$ cat config.mk
export PLATFORM = sky130hd
export DESIGN_NAME = keypad_count_ctrl
export DESIGN_NICKNAME = d
export VERILOG_FILES = /design/src/rtl/keypad_ctrl_pkg.sv /design/src/rtl/sat_up_counter.sv /design/src/rtl/keypad_count_ctrl.sv
export SDC_FILE = /design/constraint.sdc
export NUM_CORES = 1
export LEC_CHECK = 0
export CAP_MARGIN = 20
export CELL_PAD_IN_SITES_DETAIL_PLACEMENT = 0
export CELL_PAD_IN_SITES_GLOBAL_PLACEMENT = 1
export CORE_MARGIN = 2
export CORE_UTILIZATION = 38
export CTS_BUF_LIST = sky130_fd_sc_hd__clkbuf_2 sky130_fd_sc_hd__clkbuf_4 sky130_fd_sc_hd__clkbuf_8
export DETAILED_ROUTE_END_ITERATION = 10
export HOLD_SLACK_MARGIN = 0.1
export PLACE_DENSITY_LB_ADDON = 0.1
export SLEW_MARGIN = 15
export SYNTH_ARGS = -nofsm -noshare
export SYNTH_HDL_FRONTEND = slang
export SYNTH_HIERARCHICAL = 1
export SYNTH_SLANG_ARGS = --single-unit
$ cat constraint.sdc
create_clock -name clk -period 2.1 [get_ports clk]
set_clock_uncertainty 0.05 [all_clocks]
set_input_delay 0.42 -clock clk [delete_from_list [all_inputs] [get_ports clk]]
set_output_delay 0.42 -clock clk [all_outputs]
set_load 0.05 [all_outputs]
$ cat src/rtl/keypad_ctrl_pkg.sv
// Shared types and constants for the keypad-driven counter sequencer.
// Key codes are digit indices on the keypad bus.
package keypad_ctrl_pkg;

    typedef enum logic [1:0] {
        IDLE,
        CLR,
        RUN,
        DONE
    } state_e;

    localparam int KEY_W = 4;

    localparam logic [KEY_W-1:0] KEY_CLR  = 4'd0;
    localparam logic [KEY_W-1:0] KEY_STEP = 4'd8;
    localparam logic [KEY_W-1:0] KEY_RSVD = 4'd9;
    localparam logic [KEY_W-1:0] CNT_MAX  = 4'd7;

endpackage

$ cat src/rtl/sat_up_counter.sv
// Unsigned up-counter that sticks at its all-ones value instead of wrapping.
// A clear request takes priority over an increment in the same cycle.
module sat_up_counter #(
    parameter int CNT_W = 3
) (
    input  logic             clk,
    input  logic             clear,
    input  logic             clr,
    input  logic             inc,
    output logic [CNT_W-1:0] q
);

    logic [CNT_W-1:0] q_q;
    logic [CNT_W-1:0] q_d;

    always_comb begin
        q_d = q_q;
        if (clr) begin
            q_d = '0;
        end else if (inc && (q_q != '1)) begin
            q_d = q_q + CNT_W'(1);
        end
    end

    always_ff @(posedge clk) begin
        if (clear) begin
            q_q <= '0;
        end else begin
            q_q <= q_d;
        end
    end

    assign q = q_q;

endmodule

$ cat src/rtl/keypad_count_ctrl.sv
// Keypad front end and command sequencer: edge-detects digit presses, picks the
// lowest-numbered one, and walks a saturating counter toward the requested target.
module keypad_count_ctrl
    import keypad_ctrl_pkg::*;
#(
    parameter int CNT_W = 3,
    parameter int KEYS  = 10
) (
    input  logic             clk,
    input  logic             clear,
    input  logic [KEYS-1:0]  keypad,
    output logic [CNT_W-1:0] count,
    output logic             busy,
    output logic             done,
    output logic             err,
    output logic             hit4
);

    state_e           state_q, state_d;
    logic [CNT_W-1:0] target_q, target_d;
    logic             err_q, err_d;
    logic [KEYS-1:0]  prev_q, prev_d;

    logic [KEYS-1:0]  press;
    logic [KEY_W-1:0] win;
    logic [CNT_W-1:0] win_cnt;
    logic             press_any;
    logic             press_multi;
    logic             cnt_clr;
    logic             cnt_inc;

    // Rising-edge detect and lowest-index arbitration over the raw keypad.
    always_comb begin
        prev_d      = keypad;
        press       = keypad & ~prev_q;
        press_multi = (press & (press - KEYS'(1))) != '0;
        win         = '0;
        press_any   = 1'b0;
        for (int k = KEYS - 1; k >= 0; k--) begin
            if (press[k]) begin
                win       = KEY_W'(k);
                press_any = 1'b1;
            end
        end
        win_cnt = win[CNT_W-1:0];
    end

    always_comb begin
        state_d  = state_q;
        target_d = target_q;
        cnt_clr  = 1'b0;
        cnt_inc  = 1'b0;
        err_d    = press_any && press_multi;

        case (state_q)
            IDLE: begin
                if (press_any) begin
                    if (win == KEY_CLR) begin
                        target_d = '0;
                        state_d  = CLR;
                    end else if (win <= CNT_MAX) begin
                        target_d = win_cnt;
                        if (win_cnt == count) begin
                            state_d = DONE;
                        end else if (win_cnt > count) begin
                            state_d = RUN;
                        end else begin
                            state_d = CLR;
                        end
                    end else if (win == KEY_STEP) begin
                        cnt_inc = 1'b1;
                        state_d = DONE;
                    end else begin
                        err_d = 1'b1;
                    end
                end
            end
            CLR: begin
                cnt_clr = 1'b1;
                state_d = (target_q == '0) ? DONE : RUN;
            end
            RUN: begin
                cnt_inc = 1'b1;
                if ((count + CNT_W'(1)) == target_q) begin
                    state_d = DONE;
                end
            end
            DONE: begin
                state_d = IDLE;
            end
            default: begin
                state_d = IDLE;
            end
        endcase

        // An abort restarts the clear sequence from wherever the count sits now.
        if ((state_q != IDLE) && press_any) begin
            if (win == KEY_CLR) begin
                target_d = '0;
                state_d  = CLR;
                cnt_clr  = 1'b0;
                cnt_inc  = 1'b0;
            end else begin
                err_d = 1'b1;
            end
        end
    end

    always_ff @(posedge clk) begin
        if (clear) begin
            state_q  <= IDLE;
            target_q <= '0;
            err_q    <= 1'b0;
            prev_q   <= '1;
        end else begin
            state_q  <= state_d;
            target_q <= target_d;
            err_q    <= err_d;
            prev_q   <= prev_d;
        end
    end

    sat_up_counter #(
        .CNT_W(CNT_W)
    ) u_counter (
        .clk  (clk),
        .clear(clear),
        .clr  (cnt_clr),
        .inc  (cnt_inc),
        .q    (count)
    );

    assign busy = (state_q != IDLE);
    assign done = (state_q == DONE);
    assign err  = err_q;
    assign hit4 = (count == CNT_W'(4));

endmodule
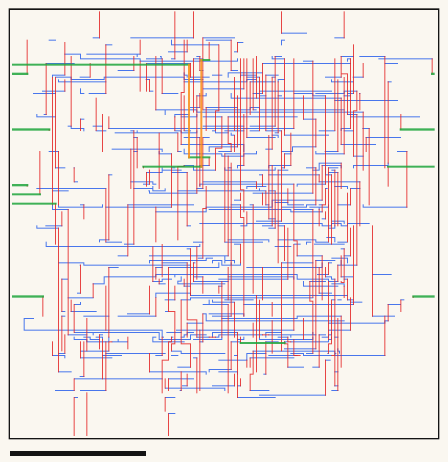
Fig. 1. Metal layers overlaid.
The bar under the picture is 20 um long.
[metal 3] green | wire length: 83.5 um
[metal 4] orange | wire length: 29.2 um
[metal 1] blue | wire length: 1,570 um
[metal 2] red | wire length: 1,560 um
total via count after detailed routing: 1,200
routed wire length per instance: 13.4 um
all-layer global routing usage: 17.6%
Post-Route WL: 3240 um

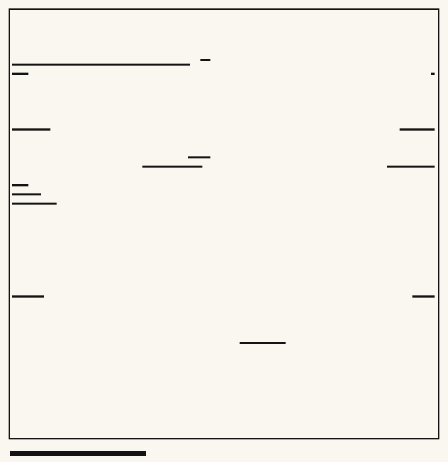
Fig. 2. M3 wires.
The bar under the picture is 20 um long.
share of all routed wire: 2.6%
longest straight run: 25.8 um
main direction: horizontal
nets with wire on the layer: 13

==> results.txt <==
Results of an implementation run.

In this run the vertical extent of the chip is 62.7 um. The largest register by flop count is prev_q. The cell sequence reported for the critical path is dlygate4sd2_1 -> and2b_1 -> o21ai_2 -> a31oi_4 -> o211ai_4 -> ha_4 -> nand2b_1 -> a21oi_2 -> o21ai_1 -> o2111ai_1 -> o21ai_1. The flow ran to the end, and the final reports show no timing, DRC or antenna violations.

The chip footprint is 3940 um2. The top-level port count is 19. The final number of setup-violating endpoints is 0. Per the CTS log, the root buffer master is sky130_fd_sc_hd__clkbuf_4. The library cell with the highest instance count after synthesis is sky130_fd_sc_hd__dfxtp_1. The most numerous cell on the critical path is sky130_fd_sc_hd__o21ai_1.

The worst path in the final design needs a cycle of 2030 ps, including I/O delays and setup. Per the post-synthesis report, the nets total 168. The worst min-delay path class is in2reg. As logged by OpenROAD, the buffers inserted on ports number 18. The worst setup path is of the in2reg kind.

The sequential-to-total area share from yosys stat is 29.0%. The final hold slack is 294 ps. Cells with a size suffix above 1 make up 38.8% of the layout.

Across the run, the number of max-cap violations was 0. The tally of nets with antenna violations remaining after routing is 0. After synthesis, the largest family of logic cells by area is simple AND/OR/NAND/NOR gates. The via count normalized by instance count is 4.96. The number of DRC violations after detailed-routing iteration 0 is 28. Recorded from the global router log, the overflow total was 0. The first-pass GRT wire length is 5590 um. By count the netlist is led by sky130_fd_sc_hd__dfxtp_1 (19), sky130_fd_sc_hd__ha_1 (12), sky130_fd_sc_hd__or2_2 (10), sky130_fd_sc_hd__inv_1 (9), sky130_fd_sc_hd__nor2_1 (9).

The net count of the finished layout is 221. The complex-gate fraction of the synthesized area is 20.1%. During synthesis, Yosys emitted a total of 6 warnings. Summing all placed instances gives a cell area of 1730 um2.

The leakage component of the power is 0.000896 uW. Setup repair after global routing could not meet its margin everywhere. Clock tree synthesis found a total of 19 sinks. The setup slack of the critical path after layout is 66.4 ps.

The sum of internal, switching and leakage power is 1620 uW. The clock reaches the later pin of the worst-skew pair after 300 ps. The yosys cell count is 144. The headroom to the max-slew limit is 66.8%. The initial antenna violation count is 0. The minimum setup slack after placement is -542 ps. After Yosys synthesis, full adders, half adders and majority gates account for 13.0% of the synthesized area. After detailed placement, the design holds a cell count of 231.

The worst vdd rail ir drop is 0.812 mV. The starting utilization of the core area is 39.3%. Among all stages on the critical path, the largest delay is contributed by sky130_fd_sc_hd__dlygate4sd2_1.

The worst setup path is launched from an input pin. The maximum level of the CTS H-tree is 1. The mean instance size in the synthesized netlist is 9.11 um2. The final report gives the core utilization as 57.1%. After the flow finishes, the layout carries non-filler instances totaling 242. The post-route fraction of the period consumed by the critical path is 96.8%. Of all flip-flops after synthesis, the portion carrying an async set or reset was 0%. The final max-slew violation count recorded for this run is 0.

In the synthesized netlist, the number of instances is 144. The TritonCTS clock tree is done. The simple-gate share of the synthesized area is 29.2%. The count of hold buffers inserted by post-cts repair is 0. Detailed placement finished with a half-perimeter wire length of 2470 um.

The number of synthesized flops with an enable pin is 0. The report lists the number of cells resized after CTS as 18. The library cell occupying the most area in the post-synthesis netlist is sky130_fd_sc_hd__dfxtp_1. The pin count of the biggest net entering global routing is 21. TritonCTS created 3 clock buffers.

The initialized floorplan defines 21 standard-cell rows. The achievable clock frequency is 492 MHz. At the pin with the least slew margin, the transition time is 498 ps. The via count of the first global-routing pass was 1,220. For this run, design rule violations remaining after detail routing come to 0.
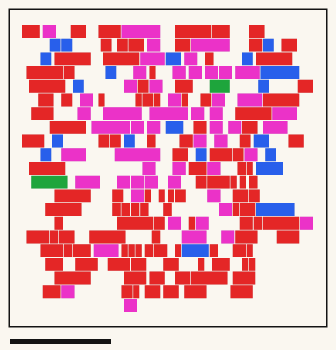
Fig. 3. Sizing map.
The bar under the picture is 20 um long.
[_0 and _1 cells] red | cells: 120 | share: 61% | most used: dfxtp_1
[_6 and larger] green | cells: 2 | share: 1.0%
[_2 cells] blue | cells: 20 | share: 10% | most used: or2_2
[_3 and _4 cells] magenta | cells: 54 | share: 28% | most used: buf_4
design area: 1910 um2
area added between synthesis and finish: 45.4%

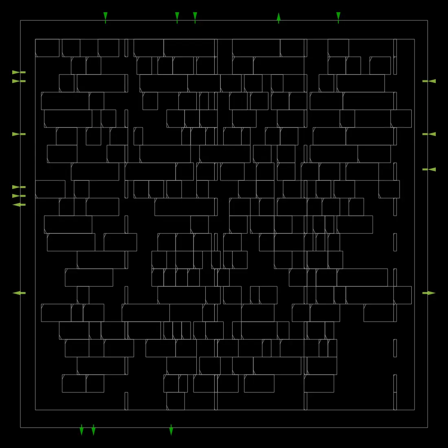
Fig. 4. Placed standard cells.
number of well-tap cells placed: 46
area inside the core boundary: 3340 um2

## path summary, 6_finish.rpt
check | depth (start not counted) | slack, ps | endpoint | start
worst max-delay path | 11 | 70 | state_q[1] | keypad[5]
worst min-delay path | 2 | 290 | prev_q[8] | keypad[8]
worst max register to register | 10 | 120 | state_q[1] | prev_q[5]
worst min register to register | 2 | 490 | target_q[1] | target_q[1]
## layout make-up
type | count | area [um2]
Multi-Input combinational cell | 113 | 967
Inverter | 9 | 33.8
Timing Repair Buffer | 51 | 435
Tap cell | 46 | 57.6
Sequential cell | 19 | 383
Fill cell | 324 | 1430
Clock buffer | 4 | 30.0
## power breakdown
group          internal, uW  switching [uW]
Clock                  86.9             122
Sequential              420            74.4
Combinational           451             464
Total                   957             660
## cell usage in the layout (no fill, tap or decap), types with 6 or more instances in the layout
| cell type | instances |
|---|---|
| sky130_fd_sc_hd__nand2b_4 | 8 |
| sky130_fd_sc_hd__dlygate4sd2_1 | 7 |
| sky130_fd_sc_hd__ha_1 | 11 |
| sky130_fd_sc_hd__nand2b_1 | 6 |
| sky130_fd_sc_hd__inv_1 | 9 |
| sky130_fd_sc_hd__buf_4 | 35 |
| sky130_fd_sc_hd__dfxtp_1 | 17 |
| sky130_fd_sc_hd__or2_2 | 10 |
| sky130_fd_sc_hd__nor2_1 | 8 |
## routing by layer
| metal | vias up | GRT usage (%) | wire (um) |
|---|---|---|---|
| met3 | 4 | 3.06 | 83 |
| met2 | 15 | 29.2 | 1560 |
| met5 | - | 0 | 0 |
| li1 | 613 | - | - |
| met4 | 0 | 4.17 | 29 |
| met1 | 568 | 23.7 | 1570 |
## critical path: cells and delay by family
family / cells / cell delay [ps]
AOI/OAI and AO/OA: 7 / 910
adders and majority gates: 1 / 240
and+or+nand+nor: 2 / 350
buffers and inverters: 1 / 280
Power and IR drop assume default switching activity.
